==> config.mk <==
export PLATFORM = sky130hd
export DESIGN_NAME = clk_gate_ctrl
export DESIGN_NICKNAME = d
export VERILOG_FILES = /design/src/rtl/clk_gate_ctrl_pkg.sv /design/src/rtl/clk_gate_ctrl_chan.sv /design/src/rtl/clk_gate_ctrl.sv
export SDC_FILE = /design/constraint.sdc
export NUM_CORES = 1
export LEC_CHECK = 0
export ABC_AREA = 0
export ABC_CLOCK_PERIOD_IN_PS = 3000
export CORE_UTILIZATION = 50
export CTS_CLUSTER_SIZE = 25
export DETAILED_ROUTE_END_ITERATION = 16
export PLACE_DENSITY = 0.85
export SLEW_MARGIN = 20
export SYNTH_ARGS = -nofsm -noshare
export SYNTH_HDL_FRONTEND = slang
export SYNTH_HIERARCHICAL = 1
export SYNTH_SLANG_ARGS = --single-unit
==> constraint.sdc <==
create_clock -name clk -period 3 [get_ports clk]
set_input_delay 0.75 -clock clk [delete_from_list [all_inputs] [get_ports clk]]
set_output_delay 0.75 -clock clk [all_outputs]
set_load 0.05 [all_outputs]
==> src/rtl/clk_gate_ctrl_pkg.sv <==
// -----------------------------------------------------------------------------
// clk_gate_ctrl_pkg
// Shared types and helpers for the automatic clock-gating controller.
//   cg_state_e  : per-domain FSM state (2-bit encoding)
//   cg_outs_t   : bundle of the four per-domain outputs decoded from state
//   cg_decode   : state -> output bundle
//   cg_cnt_width: counter width able to hold 0..n-1 (minimum 1 bit)
// -----------------------------------------------------------------------------
package clk_gate_ctrl_pkg;

    typedef enum logic [1:0] {
        CG_RUN   = 2'd0,
        CG_DRAIN = 2'd1,
        CG_GATED = 2'd2,
        CG_WAKE  = 2'd3
    } cg_state_e;

    typedef struct packed {
        logic sleep_req;
        logic clk_en;
        logic dom_ready;
        logic dom_gated;
    } cg_outs_t;

    // Output values while in (or reset into) RUN.
    localparam cg_outs_t CG_OUTS_RESET = '{
        sleep_req: 1'b0,
        clk_en:    1'b1,
        dom_ready: 1'b1,
        dom_gated: 1'b0
    };

    function automatic cg_outs_t cg_decode(input cg_state_e s);
        cg_outs_t o;
        o = CG_OUTS_RESET;
        case (s)
            CG_RUN: begin
                o = CG_OUTS_RESET;
            end
            CG_DRAIN: begin
                o.sleep_req = 1'b1;
                o.clk_en    = 1'b1;
                o.dom_ready = 1'b1;
                o.dom_gated = 1'b0;
            end
            CG_GATED: begin
                o.sleep_req = 1'b0;
                o.clk_en    = 1'b0;
                o.dom_ready = 1'b0;
                o.dom_gated = 1'b1;
            end
            CG_WAKE: begin
                o.sleep_req = 1'b0;
                o.clk_en    = 1'b1;
                o.dom_ready = 1'b0;
                o.dom_gated = 1'b0;
            end
            default: begin
                o = CG_OUTS_RESET;
            end
        endcase
        return o;
    endfunction

    function automatic int unsigned cg_cnt_width(input int unsigned n);
        if (n <= 2) begin
            return 1;
        end
        return $clog2(n);
    endfunction

endpackage

==> src/rtl/clk_gate_ctrl_chan.sv <==
// -----------------------------------------------------------------------------
// clk_gate_ctrl_chan
// Gating FSM for a single clock domain: idle counting, sleep handshake,
// gating and the settle period after ungating.
//
// Ports
//   clk             in   free-running ungated clock
//   rst             in   synchronous active-high reset
//   cfg_en          in   auto-gating enable for this domain
//   cfg_idle_thresh in   idle cycles required before gating (0 = disabled)
//   dom_busy        in   domain has work in flight
//   wake_req        in   requester wants the domain (level)
//   sleep_ack       in   domain quiescent, accepts gating (used only in DRAIN)
//   sleep_req       out  ask the domain to quiesce
//   clk_en          out  enable pin of the domain ICG
//   dom_ready       out  domain clocked and settled
//   dom_gated       out  status: domain clock is stopped
//
// All outputs come straight from flops loaded with the decode of the next
// state, so they change exactly when the state does and have no
// combinational path from any input.
// -----------------------------------------------------------------------------
module clk_gate_ctrl_chan
    import clk_gate_ctrl_pkg::*;
#(
    parameter int IDLE_W   = 8,
    parameter int WAKE_CYC = 2   // must be >= 1
) (
    input  logic              clk,
    input  logic              rst,
    input  logic              cfg_en,
    input  logic [IDLE_W-1:0] cfg_idle_thresh,
    input  logic              dom_busy,
    input  logic              wake_req,
    input  logic              sleep_ack,
    output logic              sleep_req,
    output logic              clk_en,
    output logic              dom_ready,
    output logic              dom_gated
);

    localparam int unsigned         WAKE_W    = cg_cnt_width(WAKE_CYC);
    localparam logic [WAKE_W-1:0]   WAKE_LAST = WAKE_W'(WAKE_CYC - 1);

    cg_state_e          state_reg, state_next;
    logic [IDLE_W-1:0]  idle_cnt_reg, idle_cnt_next;
    logic [WAKE_W-1:0]  wake_cnt_reg, wake_cnt_next;
    cg_outs_t           outs_reg;

    logic               gating_active;
    logic               idle;
    logic [IDLE_W:0]    idle_cnt_inc;
    logic [IDLE_W-1:0]  idle_cnt_sat;
    logic               thresh_hit;

    assign gating_active = cfg_en && (cfg_idle_thresh != '0);
    assign idle          = !dom_busy && !wake_req;

    // One extra bit so the +1 compare cannot wrap; this lets an all-ones
    // threshold still be reached.
    assign idle_cnt_inc  = {1'b0, idle_cnt_reg} + {{IDLE_W{1'b0}}, 1'b1};
    assign idle_cnt_sat  = idle_cnt_inc[IDLE_W] ? idle_cnt_reg : idle_cnt_inc[IDLE_W-1:0];

    // Live compare against the current threshold: "this idle cycle is the
    // T-th one", so sleep_req rises on the edge that ends it.
    assign thresh_hit    = idle_cnt_inc >= {1'b0, cfg_idle_thresh};

    always_ff @(posedge clk) begin
        if (rst) begin
            state_reg    <= CG_RUN;
            idle_cnt_reg <= '0;
            wake_cnt_reg <= '0;
            outs_reg     <= CG_OUTS_RESET;
        end else begin
            state_reg    <= state_next;
            idle_cnt_reg <= idle_cnt_next;
            wake_cnt_reg <= wake_cnt_next;
            outs_reg     <= cg_decode(state_next);
        end
    end

    always_comb begin
        state_next    = state_reg;
        idle_cnt_next = '0;          // the count only lives while in RUN
        wake_cnt_next = wake_cnt_reg;

        case (state_reg)
            CG_RUN: begin
                wake_cnt_next = '0;
                if (gating_active && idle) begin
                    if (thresh_hit) begin
                        state_next = CG_DRAIN;
                    end else begin
                        idle_cnt_next = idle_cnt_sat;
                    end
                end
            end

            CG_DRAIN: begin
                // Abort wins over a same-cycle sleep_ack.
                if (!gating_active || !idle) begin
                    state_next = CG_RUN;
                end else if (sleep_ack) begin
                    state_next = CG_GATED;
                end
            end

            CG_GATED: begin
                // dom_busy is meaningless here: the domain has no clock.
                if (wake_req || !gating_active) begin
                    state_next    = CG_WAKE;
                    wake_cnt_next = '0;
                end
            end

            CG_WAKE: begin
                // Fixed settle time; nothing can interrupt it.
                if (wake_cnt_reg == WAKE_LAST) begin
                    state_next    = CG_RUN;
                    wake_cnt_next = '0;
                end else begin
                    wake_cnt_next = wake_cnt_reg + WAKE_W'(1);
                end
            end

            default: begin
                state_next    = CG_RUN;
                wake_cnt_next = '0;
            end
        endcase
    end

    assign sleep_req = outs_reg.sleep_req;
    assign clk_en    = outs_reg.clk_en;
    assign dom_ready = outs_reg.dom_ready;
    assign dom_gated = outs_reg.dom_gated;

endmodule

==> src/rtl/clk_gate_ctrl.sv <==
// -----------------------------------------------------------------------------
// clk_gate_ctrl
// Automatic clock-gating controller for N_DOM independent domains. Each
// domain gets its own clk_gate_ctrl_chan; this level only fans out the
// per-domain slices.
//
// Ports
//   clk             in   free-running ungated clock
//   rst             in   synchronous active-high reset
//   cfg_en          in   [N_DOM]          per-domain auto-gating enable
//   cfg_idle_thresh in   [N_DOM*IDLE_W]   per-domain idle threshold, domain d
//                                         at bits [d*IDLE_W +: IDLE_W]
//   dom_busy        in   [N_DOM]          domain has work in flight
//   wake_req        in   [N_DOM]          requester wants the domain
//   sleep_ack       in   [N_DOM]          domain accepts gating
//   sleep_req       out  [N_DOM]          quiesce request to the domain
//   clk_en          out  [N_DOM]          ICG enable
//   dom_ready       out  [N_DOM]          domain clocked and settled
//   dom_gated       out  [N_DOM]          domain clock stopped (status)
// -----------------------------------------------------------------------------
module clk_gate_ctrl
    import clk_gate_ctrl_pkg::*;
#(
    parameter int N_DOM    = 4,
    parameter int IDLE_W   = 8,
    parameter int WAKE_CYC = 2
) (
    input  logic                    clk,
    input  logic                    rst,
    input  logic [N_DOM-1:0]        cfg_en,
    input  logic [N_DOM*IDLE_W-1:0] cfg_idle_thresh,
    input  logic [N_DOM-1:0]        dom_busy,
    input  logic [N_DOM-1:0]        wake_req,
    input  logic [N_DOM-1:0]        sleep_ack,
    output logic [N_DOM-1:0]        sleep_req,
    output logic [N_DOM-1:0]        clk_en,
    output logic [N_DOM-1:0]        dom_ready,
    output logic [N_DOM-1:0]        dom_gated
);

    generate
        for (genvar gi = 0; gi < N_DOM; gi++) begin : g_chan
            clk_gate_ctrl_chan #(
                .IDLE_W   (IDLE_W),
                .WAKE_CYC (WAKE_CYC)
            ) u_chan (
                .clk             (clk),
                .rst             (rst),
                .cfg_en          (cfg_en[gi]),
                .cfg_idle_thresh (cfg_idle_thresh[gi*IDLE_W +: IDLE_W]),
                .dom_busy        (dom_busy[gi]),
                .wake_req        (wake_req[gi]),
                .sleep_ack       (sleep_ack[gi]),
                .sleep_req       (sleep_req[gi]),
                .clk_en          (clk_en[gi]),
                .dom_ready       (dom_ready[gi]),
                .dom_gated       (dom_gated[gi])
            );
        end
    endgenerate

endmodule
==> out/results.txt <==
Status: completed
Comb power frac: 9.8%
Antenna violations before repair: 0
Launching element of the worst setup path: g_chan[3].u_chan/idle_cnt_reg[0]
Clock group: 0.000698 W
Combinational gate area: 2460 sq um
Total Routed Length: 7920 microns
Combinational-cell power consumption: 0.000164 W
Global routing met3 resource utilization: 4.29%
Clock Skews: 0.00790 ns
Min-Delay Endpoint: g_chan[0].u_chan/wake_cnt_reg
Average instance area after synthesis: 8.82 sq um
Core Region: 7410 sq um
Sw frac: 22.3%
Routed wl met3: 299 microns
Share of cell area taken by multi-input logic gates: 50.3%
Top-count cell post-synth: sky130_fd_sc_hd__inv_1
Fraction of power consumed by the clock network: 41.9%
Most common cell after layout, fill and taps aside: sky130_fd_sc_hd__inv_1
Final Cell Area: 4890 sq um
Cell with the most instances on the worst path: sky130_fd_sc_hd__ha_1
Cell count after placement: 602
Leading register cell type out of synthesis: sky130_fd_sc_hd__dfxtp_1
Yosys stat area: 3910 sq um
# Cells Yosys: 443
Finished Layout Cells: 617
DRC violations left: 0
Clock tree from TritonCTS: built
Row cnt: 31
Post-synth EDFFs: 0
Number of vias after detailed routing: 3272
Dominant power group: registers
Worst slew margin relative to its limit: 54.5%
XOR-XNOR Cells, Area Fraction: 6.27%
Share of power burned in registers: 48.3%
Number of flip-flops and latches: 60
Series of cell instances along the critical path: ha_1 -> nand3_1 -> nor2_1 -> xor2_1 -> ha_1 -> a21o_1 -> a211oi_1 -> nand3_2 -> nand4bb_4 -> a21oi_1
Share of synthesized registers carrying an async set or reset: 0%
Hold WC Path Type: flop to flop
Final WS setup: 0.187 ns
Number of nets in the finished design: 620
First-iteration detailed-routing DRC count: 87
Cell type contributing the most total cell area after synthesis: sky130_fd_sc_hd__dfxtp_1
Detail-routed via count per cell: 5.30
Total power: 0.00167 W
NetSw: 0.000371 W
Kind of launch point of the worst setup path: flop
Number of pins with negative max-slew slack in the final report: 0
Met1 Usage GRT: 23.1%
Yosys aoi share: 14.9%
Worst hold margin: 0.501 ns
Routed length on met1: 3560 microns
Tool warning count: 42
Insertion delay at the late pin of the worst-skew pair: 0.33 ns
Core Util at FP: 52.8%
Top-Level Pins: 66
Crit Path Class: flop to flop
Fraction of final layout cells with drive strength greater than 1: 8.49%
# setup viols final: 0
Half-perimeter wire length after placement: 6170 microns
met1.png
Scale bar: 20 microns.
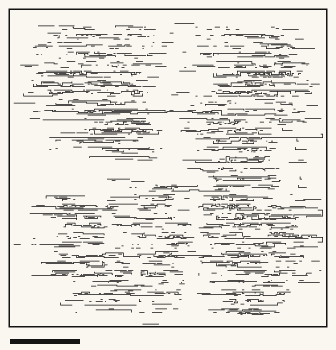
wire length on this layer: 3560 microns
main direction: horizontal
longest straight run: 21.6 microns
nets with wire on the layer: 563
share of all routed wire: 45%

met2.png
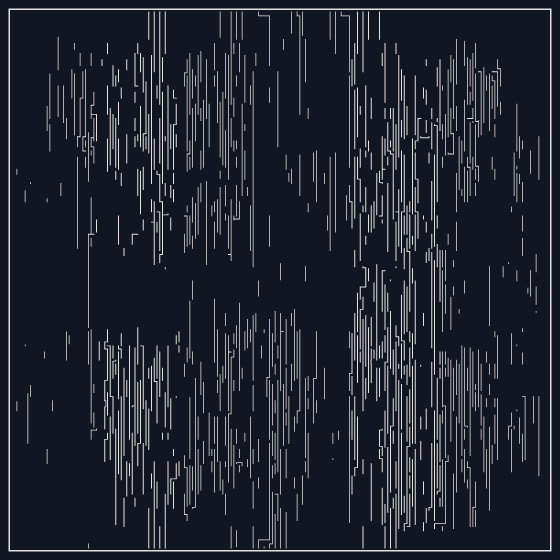
longest straight run: 32.6 microns
share of all routed wire: 50%
main direction: vertical

met3.png
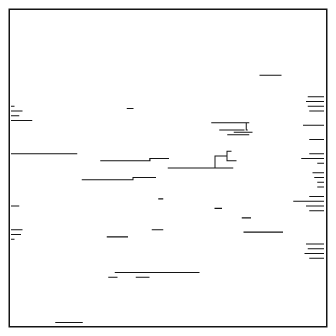
main direction: horizontal
nets with wire on the layer: 43
longest straight run: 23.9 microns
wire length on this layer: 300 microns

port_nets.png
Scale bar: 20 microns.
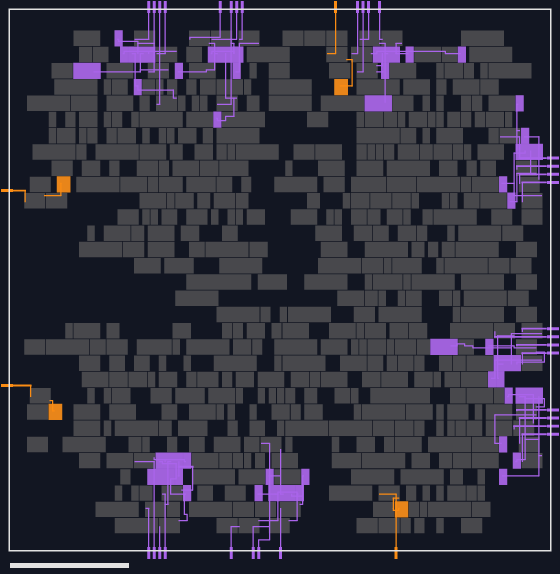
| color | port | direction | edge | end cells | buffers | wire |
|---|---|---|---|---|---|---|
| purple | cfg_idle_thresh | input | 12 top, 12 right, 8 bottom | 40 | 32 | 652 microns |
| orange | cfg_en | input | 2 left, 1 top, 1 bottom | 4 | 4 | 47.4 microns |

Power is estimated from default activity; no workload was simulated.
